## config.mk

```make
export PLATFORM = sky130hd
export DESIGN_NAME = axis_packetizer
export DESIGN_NICKNAME = d
export VERILOG_FILES = /design/src/rtl/axis_packetizer.sv
export SDC_FILE = /design/constraint.sdc
export NUM_CORES = 1
export LEC_CHECK = 0
export CAP_MARGIN = 15
export CORE_MARGIN = 4
export CORE_UTILIZATION = 46
export CTS_CLUSTER_SIZE = 24
export DETAILED_ROUTE_END_ITERATION = 8
export PLACE_DENSITY_LB_ADDON = 0.2
export REMOVE_ABC_BUFFERS = 1
export SETUP_SLACK_MARGIN = 0.02
export SYNTH_ARGS = -nofsm -noshare
export SYNTH_HDL_FRONTEND = slang
export SYNTH_SLANG_ARGS = --single-unit
```

## constraint.sdc

```tcl
create_clock -name clk -period 2.04 [get_ports clk]
set_input_delay 0.408 -clock clk [delete_from_list [all_inputs] [get_ports clk]]
set_output_delay 0.408 -clock clk [all_outputs]
set_load 0.03 [all_outputs]
```

## src/rtl/axis_packetizer.sv

```systemverilog
// rtl/axis_packetizer.sv - cuts an unframed AXI-stream into header-prefixed packets
module axis_packetizer #(
    parameter int P_DATA_WIDTH = 16,
    parameter int P_LEN_WIDTH  = 8
) (
    input  logic                    clk,
    input  logic                    rst,
    input  logic [P_LEN_WIDTH-1:0]  cfg_pkt_len,
    input  logic                    s_axis_tvalid,
    output logic                    s_axis_tready,
    input  logic [P_DATA_WIDTH-1:0] s_axis_tdata,
    output logic                    m_axis_tvalid,
    input  logic                    m_axis_tready,
    output logic [P_DATA_WIDTH-1:0] m_axis_tdata,
    output logic                    m_axis_tlast,
    output logic                    pkt_done,
    output logic                    busy
);

    localparam int SEQ_W = P_DATA_WIDTH - P_LEN_WIDTH;
    localparam logic [P_LEN_WIDTH-1:0] LEN_ONE = P_LEN_WIDTH'(1);
    localparam logic [SEQ_W-1:0]       SEQ_ONE = SEQ_W'(1);

    typedef enum logic {
        IDLE,
        PAYLOAD
    } state_t;

    state_t                  state, state_nxt;
    logic [SEQ_W-1:0]        seq, seq_nxt;
    logic [P_LEN_WIDTH-1:0]  beat_cnt, beat_cnt_nxt;
    logic [P_LEN_WIDTH-1:0]  len_q, len_q_nxt;

    logic                    tvalid_nxt;
    logic [P_DATA_WIDTH-1:0] tdata_nxt;
    logic                    tlast_nxt;
    logic                    done_nxt;
    logic                    out_free;
    logic                    last_beat;

    // The output stage can take a new word when empty or being drained this cycle.
    assign out_free      = !m_axis_tvalid || m_axis_tready;
    assign s_axis_tready = (state == PAYLOAD) && out_free;
    assign busy          = (state == PAYLOAD);
    // Comparing against len_q-1 keeps beat_cnt within P_LEN_WIDTH for max-length packets.
    assign last_beat     = (beat_cnt == (len_q - LEN_ONE));

    // Control state: FSM, sequence number, beat counter and latched packet length.
    always_ff @(posedge clk) begin
        if (rst) begin
            state    <= IDLE;
            seq      <= '0;
            beat_cnt <= '0;
            len_q    <= '0;
        end else begin
            state    <= state_nxt;
            seq      <= seq_nxt;
            beat_cnt <= beat_cnt_nxt;
            len_q    <= len_q_nxt;
        end
    end

    // Registered output stage; pkt_done rides along with the first showing of the tlast beat.
    always_ff @(posedge clk) begin
        if (rst) begin
            m_axis_tvalid <= 1'b0;
            m_axis_tdata  <= '0;
            m_axis_tlast  <= 1'b0;
            pkt_done      <= 1'b0;
        end else begin
            m_axis_tvalid <= tvalid_nxt;
            m_axis_tdata  <= tdata_nxt;
            m_axis_tlast  <= tlast_nxt;
            pkt_done      <= done_nxt;
        end
    end

    // Next-state and output-register load decisions.
    always_comb begin
        state_nxt    = state;
        seq_nxt      = seq;
        beat_cnt_nxt = beat_cnt;
        len_q_nxt    = len_q;
        done_nxt     = 1'b0;
        // Hold the presented word while stalled, otherwise drop valid unless reloaded below.
        tvalid_nxt   = out_free ? 1'b0 : m_axis_tvalid;
        tlast_nxt    = out_free ? 1'b0 : m_axis_tlast;
        tdata_nxt    = m_axis_tdata;

        case (state)
            IDLE: begin
                // The pending input word only starts the packet; it is consumed in PAYLOAD.
                if (s_axis_tvalid && (cfg_pkt_len != '0) && out_free) begin
                    tvalid_nxt   = 1'b1;
                    tdata_nxt    = {seq, cfg_pkt_len};
                    tlast_nxt    = 1'b0;
                    len_q_nxt    = cfg_pkt_len;
                    beat_cnt_nxt = '0;
                    state_nxt    = PAYLOAD;
                end
            end
            PAYLOAD: begin
                if (s_axis_tvalid && s_axis_tready) begin
                    tvalid_nxt   = 1'b1;
                    tdata_nxt    = s_axis_tdata;
                    tlast_nxt    = last_beat;
                    beat_cnt_nxt = beat_cnt + LEN_ONE;
                    if (last_beat) begin
                        seq_nxt   = seq + SEQ_ONE;
                        done_nxt  = 1'b1;
                        state_nxt = IDLE;
                    end
                end
            end
            default: state_nxt = IDLE;
        endcase
    end

endmodule

```

port_trees.png
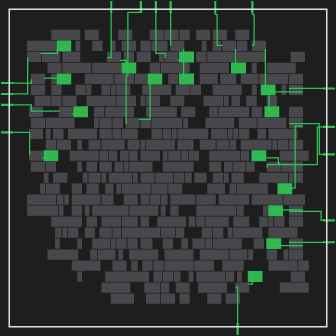
| colour | port | bits | direction | edge | end cells | buffers | wire |
|---|---|---|---|---|---|---|---|
| green | s_axis_tdata | 16 | input | 6 north, 5 east, 4 west, 1 south | 16 | 16 | 317 um |
Ports: 49
Port Buf Inserts: 48

util_map.png
8 x 8 tiles, from white (low) to dark blue (high), 0 to 100% covered.
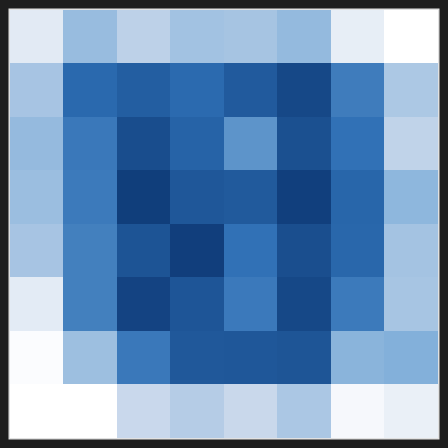
tiles over 75% full: 36%
fullest tile: 95%
densest ninth of the die: centre
FP Core Util: 0.4776
core area: 0.004755 mm^2
fin util: 0.7284

==> CHANGELOG.md <==
### Metrics

- Max Clk Rate: 480.3 MHz
- Top post-synthesis cells by count: nor2_1, dfxtp_1, mux2i_1, a211oi_1, xor2_1
- Crit path max fanout: 7
- Final Setup Violations: 7
- R2r setup slk: -0.04 ns
- Clk_lat worst skew: 0.30 ns
- Final ANT Viol Nets: 0
- TritonCTS buffer count: 5
- Clock Pin Slew Worst Setup and Hold Paths: around 0.080 ns
- Min Tclk post-route: 2.082 ns
- CP max stage cell: or3_4
- Combinational share of power: 0.283
- Failing checks: setup timing
- Busiest grt layer: met2
- Place WS: -0.3942 ns
- Worst setup margin: -0.04208 ns
- Most common logic cells in the final layout: clkdlybuf4s50_1, nor2_1, dfxtp_1
- Crit-path cells: inv_2 > ha_4 > and2b_1 > or3_4 > a31o_4 > buf_4 > nor4_4 > mux2_1
- Metal2 WL: roughly 3200 um
- Area-dominant class: combinational gates
- And+or+nand+nor area frac: 0.2127
- Syn Area/Cell: between 9 and 10 um^2
- P_clk: 0.739 mW
- Status: complete, but fails checks
- DPL Wire Length: 3871 um
- Asr flop ratio synth: 0
- Clock sinks: 44
- Via density: 5.463
- R2R Path End: seq[2]
- Chip area: a little over 0.006 mm^2
- Die Y: 78.26 um
- Storage cell area: 887.1 um^2
- Post-synthesis cell area: roughly 0.0023 mm^2
- Total GRT Usage: 0.1896
congestion_map.png
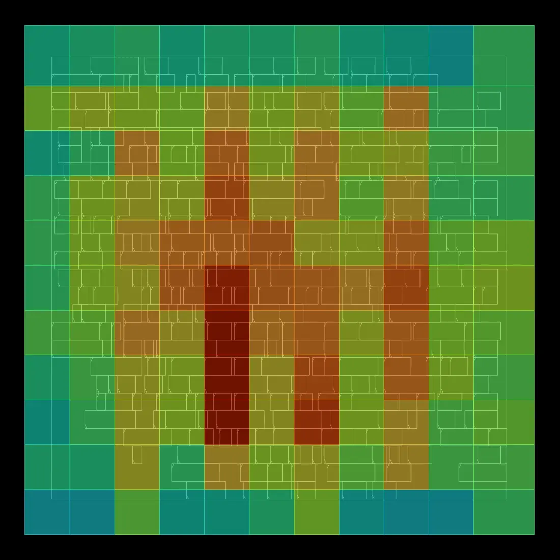
met1 Resource Use GR: 0.2330
GR Util met3: 0.03440

m1.png
Supply wires on this layer in grey.
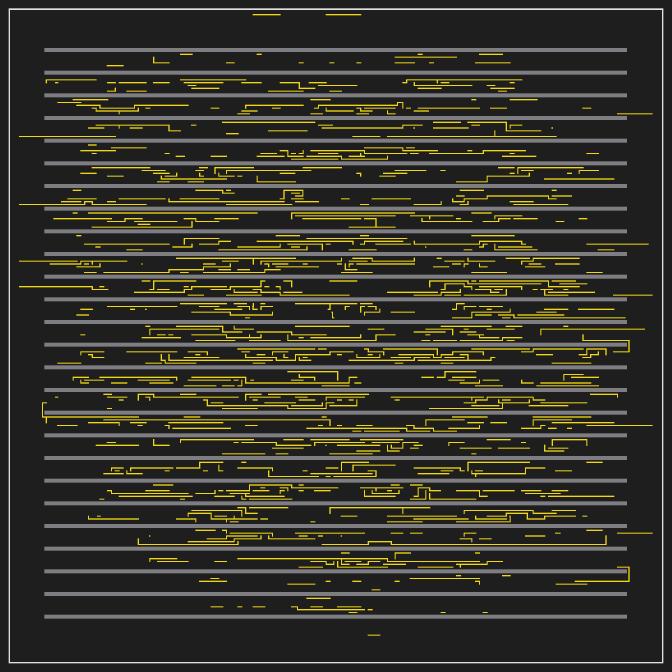
longest straight run: 27.1 um
share of all routed wire: 43%
main direction: horizontal
Vias: 2136
Total Wirelength: 6105 um

Power is estimated from default activity; no workload was simulated.
